==> images/m3.png <==
(3 px per µm)
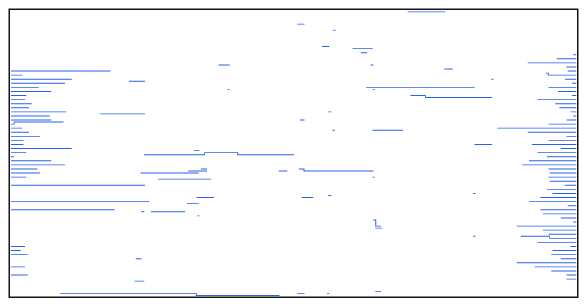
==> images/sizing.png <==
(2 px per µm)
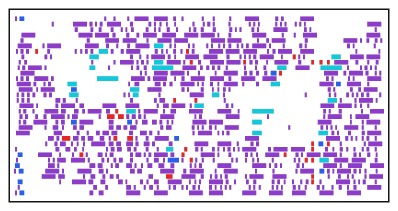
==> images/gates.png <==
(2 px per µm)
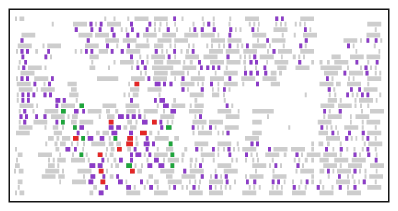
## src/rtl/axi4_lite_pkg.sv

```systemverilog
// Shared definitions for the AXI4-Lite master controller: FSM states,
// response codes and strobe-width helper.
package axi4_lite_pkg;

    typedef enum logic [2:0] {
        ST_IDLE    = 3'd0,
        ST_RD_ADDR = 3'd1,
        ST_RD_DATA = 3'd2,
        ST_WR_ADDR = 3'd3,
        ST_WR_RESP = 3'd4,
        ST_RSP     = 3'd5,
        ST_DRAIN   = 3'd6
    } state_t;

    localparam logic [1:0] RESP_OKAY   = 2'b00;
    localparam logic [1:0] RESP_EXOKAY = 2'b01;
    localparam logic [1:0] RESP_SLVERR = 2'b10;
    localparam logic [1:0] RESP_DECERR = 2'b11;

    function automatic int strb_width(input int data_width);
        return data_width / 8;
    endfunction

endpackage

```

## src/rtl/axi4_lite_timeout_cnt.sv

```systemverilog
// Response-wait counter: cleared outside the wait states, counts unanswered
// cycles and flags expiry once it reaches TIMEOUT_CYCLES (never when 0).
module axi4_lite_timeout_cnt #(
    parameter int TIMEOUT_CYCLES = 256
) (
    input  logic ACLK,
    input  logic ARESET,
    input  logic clear,
    input  logic enable,
    output logic expired
);
    import axi4_lite_pkg::*;

    localparam int CW = (TIMEOUT_CYCLES > 0) ? $clog2(TIMEOUT_CYCLES + 1) : 1;
    localparam logic [CW-1:0] LIMIT = CW'(TIMEOUT_CYCLES);

    logic [CW-1:0] cnt;

    // Saturates at LIMIT so a stalled FSM can never wrap the count.
    always_ff @(posedge ACLK) begin
        if (ARESET || clear)
            cnt <= '0;
        else if (enable && cnt != LIMIT)
            cnt <= cnt + 1'b1;
    end

    assign expired = (TIMEOUT_CYCLES != 0) && (cnt == LIMIT);

endmodule

```

## src/rtl/axi4_lite_master_ctrl.sv

```systemverilog
// Single-outstanding AXI4-Lite master: one command in, five AXI channels out,
// one response back; late responses after a timeout are drained.
module axi4_lite_master_ctrl
    import axi4_lite_pkg::*;
#(
    parameter int         ADDRESS_WIDTH  = 32,
    parameter int         DATA_WIDTH     = 32,
    parameter int         TIMEOUT_CYCLES = 256,
    parameter logic [2:0] PROT_VALUE     = 3'b000
) (
    input  logic                               ACLK,
    input  logic                               ARESET,
    input  logic                               cmd_valid,
    output logic                               cmd_ready,
    input  logic                               cmd_write,
    input  logic [ADDRESS_WIDTH-1:0]           cmd_addr,
    input  logic [DATA_WIDTH-1:0]              cmd_wdata,
    input  logic [strb_width(DATA_WIDTH)-1:0]  cmd_wstrb,
    output logic                               rsp_valid,
    input  logic                               rsp_ready,
    output logic                               rsp_write,
    output logic [DATA_WIDTH-1:0]              rsp_rdata,
    output logic [1:0]                         rsp_resp,
    output logic                               rsp_timeout,
    output logic [ADDRESS_WIDTH-1:0]           M_AXI_AWADDR,
    output logic                               M_AXI_AWVALID,
    input  logic                               M_AXI_AWREADY,
    output logic [2:0]                         M_AXI_AWPROT,
    output logic [DATA_WIDTH-1:0]              M_AXI_WDATA,
    output logic [strb_width(DATA_WIDTH)-1:0]  M_AXI_WSTRB,
    output logic                               M_AXI_WVALID,
    input  logic                               M_AXI_WREADY,
    input  logic [1:0]                         M_AXI_BRESP,
    input  logic                               M_AXI_BVALID,
    output logic                               M_AXI_BREADY,
    output logic [ADDRESS_WIDTH-1:0]           M_AXI_ARADDR,
    output logic                               M_AXI_ARVALID,
    input  logic                               M_AXI_ARREADY,
    output logic [2:0]                         M_AXI_ARPROT,
    input  logic [DATA_WIDTH-1:0]              M_AXI_RDATA,
    input  logic [1:0]                         M_AXI_RRESP,
    input  logic                               M_AXI_RVALID,
    output logic                               M_AXI_RREADY
);

    state_t state;
    logic   aw_done, w_done;
    logic   aw_hs, w_hs;
    logic   tmo_clear, tmo_enable, tmo_expired;

    assign M_AXI_ARPROT = PROT_VALUE;
    assign M_AXI_AWPROT = PROT_VALUE;

    assign aw_hs      = M_AXI_AWVALID & M_AXI_AWREADY;
    assign w_hs       = M_AXI_WVALID & M_AXI_WREADY;
    // Counter only runs while waiting on R/B; address stalls never expire.
    assign tmo_clear  = !(state == ST_RD_DATA || state == ST_WR_RESP);
    assign tmo_enable = (state == ST_RD_DATA && !M_AXI_RVALID) ||
                        (state == ST_WR_RESP && !M_AXI_BVALID);

    axi4_lite_timeout_cnt #(.TIMEOUT_CYCLES(TIMEOUT_CYCLES)) u_tmo (
        .ACLK    (ACLK),
        .ARESET  (ARESET),
        .clear   (tmo_clear),
        .enable  (tmo_enable),
        .expired (tmo_expired)
    );

    always_ff @(posedge ACLK) begin
        if (ARESET) begin
            state         <= ST_IDLE;
            cmd_ready     <= 1'b0;
            rsp_valid     <= 1'b0;
            rsp_write     <= 1'b0;
            rsp_rdata     <= '0;
            rsp_resp      <= 2'b00;
            rsp_timeout   <= 1'b0;
            M_AXI_AWADDR  <= '0;
            M_AXI_AWVALID <= 1'b0;
            M_AXI_WDATA   <= '0;
            M_AXI_WSTRB   <= '0;
            M_AXI_WVALID  <= 1'b0;
            M_AXI_BREADY  <= 1'b0;
            M_AXI_ARADDR  <= '0;
            M_AXI_ARVALID <= 1'b0;
            M_AXI_RREADY  <= 1'b0;
            aw_done       <= 1'b0;
            w_done        <= 1'b0;
        end else begin
            case (state)
                ST_IDLE: begin
                    if (cmd_valid && cmd_ready) begin
                        cmd_ready   <= 1'b0;
                        rsp_write   <= cmd_write;
                        rsp_timeout <= 1'b0;
                        if (cmd_write) begin
                            M_AXI_AWADDR  <= cmd_addr;
                            M_AXI_WDATA   <= cmd_wdata;
                            M_AXI_WSTRB   <= cmd_wstrb;
                            M_AXI_AWVALID <= 1'b1;
                            M_AXI_WVALID  <= 1'b1;
                            aw_done       <= 1'b0;
                            w_done        <= 1'b0;
                            state         <= ST_WR_ADDR;
                        end else begin
                            M_AXI_ARADDR  <= cmd_addr;
                            M_AXI_ARVALID <= 1'b1;
                            state         <= ST_RD_ADDR;
                        end
                    end else begin
                        cmd_ready <= 1'b1;
                    end
                end
                ST_RD_ADDR: begin
                    if (M_AXI_ARREADY) begin
                        M_AXI_ARVALID <= 1'b0;
                        M_AXI_RREADY  <= 1'b1;
                        state         <= ST_RD_DATA;
                    end
                end
                ST_RD_DATA: begin
                    // A beat in the expiry cycle still wins over the timeout.
                    if (M_AXI_RVALID) begin
                        M_AXI_RREADY <= 1'b0;
                        rsp_rdata    <= M_AXI_RDATA;
                        rsp_resp     <= M_AXI_RRESP;
                        rsp_valid    <= 1'b1;
                        state        <= ST_RSP;
                    end else if (tmo_expired) begin
                        M_AXI_RREADY <= 1'b0;
                        rsp_rdata    <= '0;
                        rsp_resp     <= RESP_DECERR;
                        rsp_timeout  <= 1'b1;
                        rsp_valid    <= 1'b1;
                        state        <= ST_RSP;
                    end
                end
                ST_WR_ADDR: begin
                    if (aw_hs) begin
                        M_AXI_AWVALID <= 1'b0;
                        aw_done       <= 1'b1;
                    end
                    if (w_hs) begin
                        M_AXI_WVALID <= 1'b0;
                        w_done       <= 1'b1;
                    end
                    if ((aw_done || aw_hs) && (w_done || w_hs)) begin
                        M_AXI_BREADY <= 1'b1;
                        state        <= ST_WR_RESP;
                    end
                end
                ST_WR_RESP: begin
                    if (M_AXI_BVALID) begin
                        M_AXI_BREADY <= 1'b0;
                        rsp_rdata    <= '0;
                        rsp_resp     <= M_AXI_BRESP;
                        rsp_valid    <= 1'b1;
                        state        <= ST_RSP;
                    end else if (tmo_expired) begin
                        M_AXI_BREADY <= 1'b0;
                        rsp_rdata    <= '0;
                        rsp_resp     <= RESP_DECERR;
                        rsp_timeout  <= 1'b1;
                        rsp_valid    <= 1'b1;
                        state        <= ST_RSP;
                    end
                end
                ST_RSP: begin
                    if (rsp_ready) begin
                        rsp_valid <= 1'b0;
                        if (rsp_timeout) begin
                            M_AXI_BREADY <= rsp_write;
                            M_AXI_RREADY <= !rsp_write;
                            state        <= ST_DRAIN;
                        end else begin
                            cmd_ready <= 1'b1;
                            state     <= ST_IDLE;
                        end
                    end
                end
                ST_DRAIN: begin
                    // Swallow the one late beat the slave still owes us.
                    if ((M_AXI_RREADY && M_AXI_RVALID) || (M_AXI_BREADY && M_AXI_BVALID)) begin
                        M_AXI_RREADY <= 1'b0;
                        M_AXI_BREADY <= 1'b0;
                        cmd_ready    <= 1'b1;
                        state        <= ST_IDLE;
                    end
                end
                default: state <= ST_IDLE;
            endcase
        end
    end

endmodule
```

## config.mk

```make
export PLATFORM = sky130hd
export DESIGN_NAME = axi4_lite_master_ctrl
export DESIGN_NICKNAME = d
export VERILOG_FILES = /design/src/rtl/axi4_lite_pkg.sv /design/src/rtl/axi4_lite_timeout_cnt.sv /design/src/rtl/axi4_lite_master_ctrl.sv
export SDC_FILE = /design/constraint.sdc
export NUM_CORES = 1
export LEC_CHECK = 0
export CELL_PAD_IN_SITES_DETAIL_PLACEMENT = 1
export CELL_PAD_IN_SITES_GLOBAL_PLACEMENT = 2
export CORE_ASPECT_RATIO = 0.5
export CORE_UTILIZATION = 35
export CTS_BUF_LIST = sky130_fd_sc_hd__clkbuf_4 sky130_fd_sc_hd__clkbuf_8
export CTS_CLUSTER_DIAMETER = 50
export CTS_CLUSTER_SIZE = 10
export DETAILED_ROUTE_END_ITERATION = 12
export DONT_BUFFER_PORTS = 1
export GPL_TIMING_DRIVEN = 0
export PLACE_DENSITY = 0.92
export SLEW_MARGIN = 5
export SYNTH_ARGS = -nofsm -noshare
export SYNTH_HDL_FRONTEND = slang
export SYNTH_HIERARCHICAL = 1
export SYNTH_SLANG_ARGS = --single-unit
```

## constraint.sdc

```tcl
create_clock -name ACLK -period 3.15 [get_ports ACLK]
set_input_delay 0.945 -clock ACLK [delete_from_list [all_inputs] [get_ports ACLK]]
set_output_delay 0.945 -clock ACLK [all_outputs]
set_load 0.02 [all_outputs]
```

==> flow_metrics.tcl <==
# implementation run metrics
set metrics [dict create \
    status "completed" \
    synthArstFlopShare 0 \
    use_met2 0.373 \
    cts_root_buf "clkbuf_8" \
    netlist_area_mm2 0.00612 \
    buf_share 0.0451 \
    hold_path_class "reg2reg" \
    grt_usage 0.207 \
    syn-instance-count 772 \
    worst_pin_slew_ns 0.695 \
    p_leak_nw 2.24 \
    dr.first_iter.drc_count 195 \
    die_w_um 189 \
    die_area_mm2 0.0180 \
    diodes 0 \
    slew_violations 0 \
    cts_sinks 157 \
    period_needed_ns 2.77 \
    grtUsageMet1 0.230 \
    grt-ovfl-total 0 \
    synth_flop_count 157 \
    final-seq-area_mm2 0.00314 \
    yosys_most_used_dff "dfxtp_1" \
    grt_most_used_layer "met2" \
    rows 33 \
    grt_pass1_wl_um 28900 \
    path_class "reg2reg" \
    ys_seq_frac 0.514 \
    enable_flop_cells 0 \
    fp.dieH_um 95.5 \
    hpwl_um 14400 \
    rsz0062_at_grt "no" \
    insertion_delay_ns 0.45 \
    yosys_area_mm2 0.00612 \
    total_power_w 0.00521 \
    required_ns 3.53 \
    comb_cells 549 \
    drive_gt1_frac 0.0866 \
    clk_share 0.0631 \
    fp_util 0.366 \
    wire_per_inst_um 18.6 \
    clkTransAtPathRegs_ns 0.09 \
    logic_area_mm2 0.00266 \
    synth_cell_types 50 \
    lay_top_cells "nand2_1 (245), dfxtp_1 (157), a21oi_1 (146)" \
]
## Picture notes: m3.png
The layer holds 6.7% of the routed length. The longest straight run is 45.8 µm. The layer carries 1280 µm of wire. The wires run mostly horizontal.
vias: 5442
drt total wl: 19300 µm
met3 Usage GRT: 0.0655

## Picture notes: sizing.png
Key: blue = x3 and x4 [cells 15]; cyan = x6 and larger [cells 25]; purple = x1 and smaller [cells 738]; red = x2 [cells 30]
worst setup margin: 0.376 ns
non-clock buffer count: 64
post-route cell area: 0.00686 mm²
area grow syn2layout: 12.1%

## Picture notes: gates.png
Key: purple = aoi and oai cells [cells 219, where all over the die]; green = and/or cells [cells 12]; red = non-inverting ao/oa cells [cells 12]
Comb/total area: 0.388
most common logic cell in the routed design: nand2_1

## routing by layer
layer	vias to the layer above	wire, µm
li1	2629	-
met1	2618	8040
met2	159	9540
met3	36	1280
met4	0	412
met5	-	0
## what timing repair did
item	in CTS	in global routing
setup endpoints to repair	0	14
buffers inserted	0	0
resized	0	1
hold endpoints to repair	0	0
## stage by stage
step | hold slack, ns | worst slack (ns) | instances | util | area, µm²
finish | 0.491 | 0.376 | 1035 | 0.410 | 6860
global route | 0.513 | 0.124 | 1035 | 0.410 | 6860
CTS | 0.487 | 0.162 | 1035 | 0.410 | 6850
detailed placement | 0.472 | 0.212 | 1004 | 0.384 | 6420
global placement | 0.461 | 0.320 | 1004 | 0.384 | 6420
floorplan | 0.447 | 0.911 | 777 | - | 6140
## Yosys cell counts, types with 2 or more instances
master / instances / area (µm²)
nor2_1: 20 / 75.1
a311o_1: 2 / 20.0
a311oi_1: 3 / 26.3
nand2_1: 245 / 920
o31ai_1: 2 / 15.0
a31oi_1: 3 / 18.8
o211ai_1: 2 / 15.0
a211oi_1: 7 / 52.6
or4_1: 2 / 15.0
buf_6: 2 / 22.5
dfxtp_1: 157 / 3140
o21bai_1: 2 / 15.0
o311ai_0: 3 / 26.3
or2_2: 2 / 12.5
nand2b_1: 6 / 37.5
xor2_1: 2 / 17.5
and3b_1: 2 / 17.5
buf_4: 7 / 52.6
nand3b_1: 4 / 30.0
inv_1: 7 / 26.3
a21oi_1: 147 / 736
buf_2: 22 / 110
a32oi_1: 3 / 26.3
ha_1: 2 / 25.0
o21ai_0: 42 / 210
or3_1: 5 / 31.3
nand3_1: 3 / 15.0
o21a_1: 4 / 30.0
a21o_1: 4 / 30.0
mux2i_1: 3 / 30.0
nor4b_1: 2 / 17.5
clkbuf_1: 33 / 124
nor3_1: 2 / 10.0
nor2b_1: 4 / 25.0
## final timing paths
check	start	to	slack, ns	cells past startpoint
worst max-delay path	u_tmo/cnt[0]	rsp_rdata[25]	0.38	10
worst min-delay path	u_tmo/cnt[8]	u_tmo/cnt[8]	0.49	2
worst max register to register	u_tmo/cnt[0]	rsp_rdata[25]	0.38	10
worst min register to register	u_tmo/cnt[8]	u_tmo/cnt[8]	0.49	2
## state kept, by name, indices dropped and copies added (netlist names), 2 cells and up
name and cells:
M_AXI_ARADDR 32, M_AXI_AWADDR 32, state 3, M_AXI_WSTRB 4
rsp_resp 2, u_tmo/cnt 9, M_AXI_WDATA 32, rsp_rdata 32
## kinds of logic after synthesis
logic type,count (synthesis),synth area share
adder cells (fa/ha/maj),2,0.00409
AND/OR/NAND/NOR,304,0.208
buffers and inverters,71,0.0548
multiplexers,4,0.00675
flip-flops,157,0.514
other,1,0.000613
XOR/XNOR,2,0.00286
AND-OR/OR-AND,231,0.209
## critical path, stage by stage (launching register included)
cell and delay [ns]:
dfxtp_1 0.41, inv_1 0.08, ha_1 0.20, nor4b_1 0.16
and2_1 0.16, clkbuf_1 0.20, or2_2 0.40, a21oi_2 0.36
clkbuf_1 0.40, o21ai_0 0.17, a21oi_1 0.17
## power by group
group	internal (W)	switching (W)	total, W
sequential	0.00216	0.000349	0.00251
clock	0.000875	0.000806	0.00168
combinational	0.000321	0.000695	0.00102
Power figures rest on the tool's default switching activity, not on a simulated workload.
